## src/rtl/mdio_phy_target.sv

```systemverilog
// PHY-side MDIO management target: decodes 32-bit Clause-22 frames sampled on MDC
// rising edges, serves a 32 x 16 register bank and drives read data on MDC falls.
module mdio_phy_target #(
    parameter logic [4:0]  PHY_ADDR = 5'd8,
    parameter logic [15:0] ID1      = 16'h0141,
    parameter logic [15:0] ID2      = 16'h0CB0
) (
    input  logic        clk,
    input  logic        RESET,
    input  logic        MDC,
    input  logic        MDIO_OUT,
    input  logic        MDIO_OE,
    output logic        MDIO_IN,
    output logic        MDIO_IN_OE,
    output logic        WR_PULSE,
    output logic [4:0]  WR_ADDR,
    output logic [15:0] WR_DATA,
    output logic        FRAME_ERR
);

    typedef enum logic [2:0] {
        S_IDLE,
        S_ST1,
        S_OP,
        S_PHYAD,
        S_REGAD,
        S_TA,
        S_DATA,
        S_SKIP
    } state_t;

    state_t      r_state, w_state_next;
    logic [4:0]  r_bit_cnt, w_bit_cnt_next;
    logic        r_is_read, w_is_read_next;
    logic [4:0]  r_regad, w_regad_next;
    logic [15:0] r_sh, w_sh_next;
    logic [4:0]  r_out_cnt, w_out_cnt_next;
    logic        r_mdio_in, w_mdio_in_next;
    logic        r_mdio_in_oe, w_mdio_in_oe_next;
    logic        r_wr_pulse, w_wr_pulse_next;
    logic [4:0]  r_wr_addr, w_wr_addr_next;
    logic [15:0] r_wr_data, w_wr_data_next;
    logic        r_frame_err, w_frame_err_next;
    logic        r_mdc_q;
    logic        r_oe_q;

    logic        w_rise;
    logic        w_fall;
    logic        w_sample;
    logic        w_oe_fall;
    logic [15:0] w_shin;
    logic        w_ro;
    logic        w_bank_we;
    logic [15:0] w_rd_word;

    logic [15:0] r_bank [32];
    logic [15:0] w_bank_rst [32];

    assign w_rise    = MDC & ~r_mdc_q;
    assign w_fall    = ~MDC & r_mdc_q;
    assign w_sample  = w_rise & MDIO_OE;
    assign w_oe_fall = r_oe_q & ~MDIO_OE;
    assign w_shin    = {r_sh[14:0], MDIO_OUT};
    assign w_ro      = (r_regad == 5'd2) || (r_regad == 5'd3);
    assign w_rd_word = r_bank[r_regad];

    // Identification registers come out of reset holding the device ID.
    for (genvar gi = 0; gi < 32; gi++) begin : g_bank_rst
        assign w_bank_rst[gi] = (gi == 2) ? ID1 : ((gi == 3) ? ID2 : 16'h0000);
    end

    always_ff @(posedge clk) begin
        if (RESET) begin
            for (int i = 0; i < 32; i++) begin
                r_bank[i] <= w_bank_rst[i];
            end
        end else if (w_bank_we) begin
            r_bank[r_regad] <= w_shin;
        end
    end

    always_ff @(posedge clk) begin
        if (RESET) begin
            r_state      <= S_IDLE;
            r_bit_cnt    <= 5'd0;
            r_is_read    <= 1'b0;
            r_regad      <= 5'd0;
            r_sh         <= 16'h0000;
            r_out_cnt    <= 5'd0;
            r_mdio_in    <= 1'b0;
            r_mdio_in_oe <= 1'b0;
            r_wr_pulse   <= 1'b0;
            r_wr_addr    <= 5'd0;
            r_wr_data    <= 16'h0000;
            r_frame_err  <= 1'b0;
            r_mdc_q      <= 1'b0;
            r_oe_q       <= 1'b0;
        end else begin
            r_state      <= w_state_next;
            r_bit_cnt    <= w_bit_cnt_next;
            r_is_read    <= w_is_read_next;
            r_regad      <= w_regad_next;
            r_sh         <= w_sh_next;
            r_out_cnt    <= w_out_cnt_next;
            r_mdio_in    <= w_mdio_in_next;
            r_mdio_in_oe <= w_mdio_in_oe_next;
            r_wr_pulse   <= w_wr_pulse_next;
            r_wr_addr    <= w_wr_addr_next;
            r_wr_data    <= w_wr_data_next;
            r_frame_err  <= w_frame_err_next;
            r_mdc_q      <= MDC;
            r_oe_q       <= MDIO_OE;
        end
    end

    always_comb begin
        w_state_next      = r_state;
        w_bit_cnt_next    = r_bit_cnt;
        w_is_read_next    = r_is_read;
        w_regad_next      = r_regad;
        w_sh_next         = r_sh;
        w_out_cnt_next    = r_out_cnt;
        w_mdio_in_next    = r_mdio_in;
        w_mdio_in_oe_next = r_mdio_in_oe;
        w_wr_pulse_next   = 1'b0;
        w_wr_addr_next    = r_wr_addr;
        w_wr_data_next    = r_wr_data;
        w_frame_err_next  = 1'b0;
        w_bank_we         = 1'b0;

        case (r_state)
            S_IDLE: begin
                if (w_sample && !MDIO_OUT) begin
                    w_state_next   = S_ST1;
                    w_bit_cnt_next = 5'd1;
                end
            end

            S_ST1: begin
                if (w_oe_fall) begin
                    w_state_next     = S_IDLE;
                    w_bit_cnt_next   = 5'd0;
                    w_frame_err_next = 1'b1;
                end else if (w_sample) begin
                    if (MDIO_OUT) begin
                        w_state_next   = S_OP;
                        w_bit_cnt_next = 5'd2;
                    end else begin
                        w_state_next     = S_IDLE;
                        w_bit_cnt_next   = 5'd0;
                        w_frame_err_next = 1'b1;
                    end
                end
            end

            S_OP: begin
                if (w_oe_fall) begin
                    w_state_next     = S_IDLE;
                    w_bit_cnt_next   = 5'd0;
                    w_frame_err_next = 1'b1;
                end else if (w_sample) begin
                    w_sh_next      = w_shin;
                    w_bit_cnt_next = r_bit_cnt + 5'd1;
                    if (r_bit_cnt == 5'd3) begin
                        if (w_shin[1:0] == 2'b01 || w_shin[1:0] == 2'b10) begin
                            w_is_read_next = w_shin[1];
                            w_state_next   = S_PHYAD;
                        end else begin
                            w_state_next     = S_SKIP;
                            w_frame_err_next = 1'b1;
                        end
                    end
                end
            end

            S_PHYAD: begin
                if (w_oe_fall) begin
                    w_state_next     = S_IDLE;
                    w_bit_cnt_next   = 5'd0;
                    w_frame_err_next = 1'b1;
                end else if (w_sample) begin
                    w_sh_next      = w_shin;
                    w_bit_cnt_next = r_bit_cnt + 5'd1;
                    if (r_bit_cnt == 5'd8) begin
                        w_state_next = (w_shin[4:0] == PHY_ADDR) ? S_REGAD : S_SKIP;
                    end
                end
            end

            S_REGAD: begin
                if (w_oe_fall) begin
                    w_state_next     = S_IDLE;
                    w_bit_cnt_next   = 5'd0;
                    w_frame_err_next = 1'b1;
                end else if (w_sample) begin
                    w_sh_next      = w_shin;
                    w_bit_cnt_next = r_bit_cnt + 5'd1;
                    if (r_bit_cnt == 5'd13) begin
                        w_regad_next = w_shin[4:0];
                        w_state_next = S_TA;
                    end
                end
            end

            S_TA: begin
                if (!r_is_read) begin
                    if (w_sample) begin
                        w_bit_cnt_next = r_bit_cnt + 5'd1;
                        if (r_bit_cnt == 5'd15) begin
                            w_state_next = S_DATA;
                        end
                    end
                end else begin
                    // Master has released the line; count rises blind and start
                    // driving the turnaround zero once the first TA bit has passed.
                    if (w_rise) begin
                        w_bit_cnt_next = r_bit_cnt + 5'd1;
                    end
                    if (w_fall && r_bit_cnt == 5'd15) begin
                        w_mdio_in_oe_next = 1'b1;
                        w_mdio_in_next    = 1'b0;
                        w_sh_next         = w_rd_word;
                        w_out_cnt_next    = 5'd0;
                        w_state_next      = S_DATA;
                    end
                end
            end

            S_DATA: begin
                if (!r_is_read) begin
                    if (w_oe_fall) begin
                        w_state_next     = S_IDLE;
                        w_bit_cnt_next   = 5'd0;
                        w_frame_err_next = 1'b1;
                    end else if (w_sample) begin
                        w_sh_next = w_shin;
                        if (r_bit_cnt == 5'd31) begin
                            if (!w_ro) begin
                                w_bank_we       = 1'b1;
                                w_wr_pulse_next = 1'b1;
                                w_wr_addr_next  = r_regad;
                                w_wr_data_next  = w_shin;
                            end
                            w_state_next   = S_IDLE;
                            w_bit_cnt_next = 5'd0;
                        end else begin
                            w_bit_cnt_next = r_bit_cnt + 5'd1;
                        end
                    end
                end else begin
                    if (w_rise && r_bit_cnt != 5'd31) begin
                        w_bit_cnt_next = r_bit_cnt + 5'd1;
                    end
                    if (w_fall) begin
                        if (r_out_cnt == 5'd16) begin
                            w_mdio_in_oe_next = 1'b0;
                            w_mdio_in_next    = 1'b0;
                            w_state_next      = S_IDLE;
                            w_bit_cnt_next    = 5'd0;
                        end else begin
                            w_mdio_in_next = r_sh[15];
                            w_sh_next      = {r_sh[14:0], 1'b0};
                            w_out_cnt_next = r_out_cnt + 5'd1;
                        end
                    end
                end
            end

            S_SKIP: begin
                if (w_rise) begin
                    if (r_bit_cnt == 5'd31) begin
                        w_state_next   = S_IDLE;
                        w_bit_cnt_next = 5'd0;
                    end else begin
                        w_bit_cnt_next = r_bit_cnt + 5'd1;
                    end
                end
            end

            default: begin
                w_state_next   = S_IDLE;
                w_bit_cnt_next = 5'd0;
            end
        endcase
    end

    assign MDIO_IN    = r_mdio_in;
    assign MDIO_IN_OE = r_mdio_in_oe;
    assign WR_PULSE   = r_wr_pulse;
    assign WR_ADDR    = r_wr_addr;
    assign WR_DATA    = r_wr_data;
    assign FRAME_ERR  = r_frame_err;

endmodule
```

## config.mk

```make
export PLATFORM = sky130hd
export DESIGN_NAME = mdio_phy_target
export DESIGN_NICKNAME = d
export VERILOG_FILES = /design/src/rtl/mdio_phy_target.sv
export SDC_FILE = /design/constraint.sdc
export NUM_CORES = 1
export LEC_CHECK = 0
export CAP_MARGIN = 20
export CORE_MARGIN = 2
export CORE_UTILIZATION = 40
export DETAILED_ROUTE_END_ITERATION = 12
export HOLD_SLACK_MARGIN = 0.08
export MAX_ROUTING_LAYER = met4
export PLACE_DENSITY = 0.56
export SYNTH_ARGS = -nofsm -noshare
export SYNTH_HDL_FRONTEND = slang
export SYNTH_SLANG_ARGS = --single-unit
```

## constraint.sdc

```tcl
create_clock -name clk -period 3.7 [get_ports clk]
set_input_delay 0.74 -clock clk [delete_from_list [all_inputs] [get_ports clk]]
set_output_delay 0.74 -clock clk [all_outputs]
set_load 0.05 [all_outputs]
```

### M1 wires

(2 px per um)
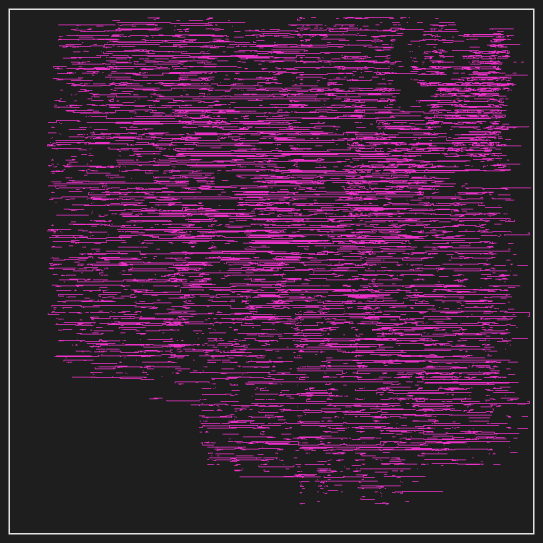
main direction: horizontal
wire length on this layer: 30.3 mm

### Layout detail

Window x 53 to 78, y 184 to 209 um. Cells in gray, sequential cells in the stronger gray; small squares are vias.
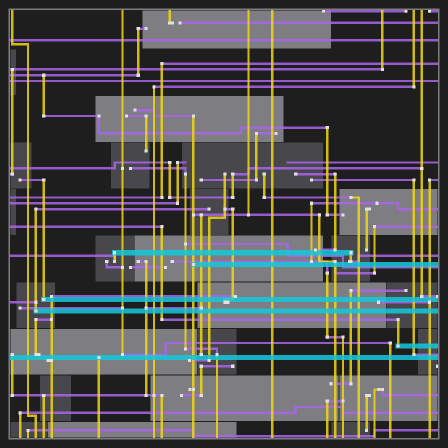
[yellow] met2
[purple] met1
[cyan] met3
cells with their middle in the window: 16
netlist names of flops here include: r_bank (8)
most frequent: edfxtp_1 (8), and2_1 (6)
sequential cells in the window: 8

==> flow_summary.yaml <==
# physical design summary
power_and_ir_drop:
  power_leakage_uw: 0.00979
  p_comb_frac: 0.047
  irDropWorstVdd_uv: 347
  totalPowerFinal_uw: 14300
  power_leader: "sequential cells"
  pwr-share-seq: 0.526
  pwr-share-clk: 0.428
  swShare: 0.220
  power.internal_uw: 11100
  comb_power_uw: 669
  clock_power_uw: 6100
  p_switching_uw: 3140
critical_path:
  critPathSlowestCell: "or4_1"
  endpoint: "r_bank[24][14]"
  required_ns: 3.98
  arrival_ns: 3.60
  crit_chain: "ha_1, and3_1, ha_1, and4b_1, nand3_1, or4_1, buf_4, nor2_1, or2_2"
  path_common_cell: "ha_1"
  rrSetupSlack_ns: 0.39
  r2r-end: "r_bank[24][14]"
  crit_path_max_fanout: 24
  critical_path_class: "register to register"
  endpoint_kind: "register"
  rr_worst_depth: 9
  critical_path_depth: 9
  r2r_start: "r_bit_cnt[1]"
  crit_start: "r_bit_cnt[1]"
clock_network:
  cts_hold_buf: 0
  cts_tree: "yes"
  htreeDepth: 2
  clkSinkCount: 579
  path_clk_slew_ns: 0.06
  cts_setup_buffers: 0
  root_buffer: "clkbuf_16"
synthesis:
  ys_top_logic_family: "simple AND/OR/NAND/NOR gates"
  ys_chip_area_mm2: 0.0265
  top_area_cell: "edfxtp_1"
  ys_sh_xor: 0.00165
  ys.flops: 579
  yosysWarnings: 0
  ys.flop_type: "edfxtp_1"
  common_cells: "edfxtp_1, and2_1, mux4_2, clkbuf_1, dfxtp_1"
  avgSynthCellArea_um2: 14.6
  area_leaders: "edfxtp_1, mux4_2, and2_1"
  ys_async_sr_fraction: 0
  aoi_share: 0.0365
  syn_area_mm2: 0.0265
  top_area_frac: 0.580
  synth_stat.cells: 1822
  syn_inst: 1822
  edf_count: 512
final_timing:
  slew_headroom: 0.255
  max_freq_mhz: 302
  finClkSkew_ns: 0.0302
  whs_ns: 0.453
  setup-tns-final_ns: 0
  timing.final.ws_setup_ns: 0.386
  finalSetupViolCount: 0
  period_needed_ns: 3.31
  hold_violations: 0
  slew_viol_final: 0
  tightestPinTransition_ns: 1.11
route:
  wl_mm: 70.6
  drc: 0
  via_count: 15300
  met2_length_mm: 34.6
  drt_iter0_drc: 1747
  antenna_left: 0
  firstDrtPassIters: 5
  wl_met3_mm: 3.73
floorplanning:
  rows: 94
  die_y_um: 262
  ioPinCount: 30
  die_area_mm2: 0.0684
  nWellTaps: 864
  core_mm2: 0.0657
final_layout:
  n_antenna_cell: 2
  final_core_util: 0.456
  finalInstanceArea_mm2: 0.0300
  comb_area_share: 0.307
  nNetsFinal: 1862
  most-common-layout-cells: "edfxtp_1, and2_1, mux4_2, buf_4, nor3_1"
  buffer_area_frac: 0.0323
  nFillCells: 5712
  clk_share: 0.0663
  nClkBuffers: 84
  largest-register: "r_bank"
  instances_no_fill: 2768
  syn_to_final_growth_pct: 13.1
  inv_count: 10
  comb_area_mm2: 0.00920
  seq_share: 0.557
  flops: 579
  lay_top_count: "edfxtp_1"
  top_area_cell_class: "sequential cells"
flow_run:
  drv_cap: 0
  warnings: 30
global_routing:
  first_global_vias: 15600
  grt_first_pass_wirelength_mm: 105
  gr-max-usage-layer: "met2"
  met2_usage: 0.348
  gr-usage-met1: 0.289
place:
  place_ws_ns: 0.340
  gp_congestion: 0.853
  dp_hpwl_mm: 44.2
  placed_cells: 2650
  dpl_cell_area_mm2: 0.0280
status:
  outcome: "finished clean"
hold_path:
  hold_end: "WR_DATA[3]"
  hold_start: "WR_DATA[3]"
  worstHoldPathType: "register to register"
Power and IR drop assume default switching activity.
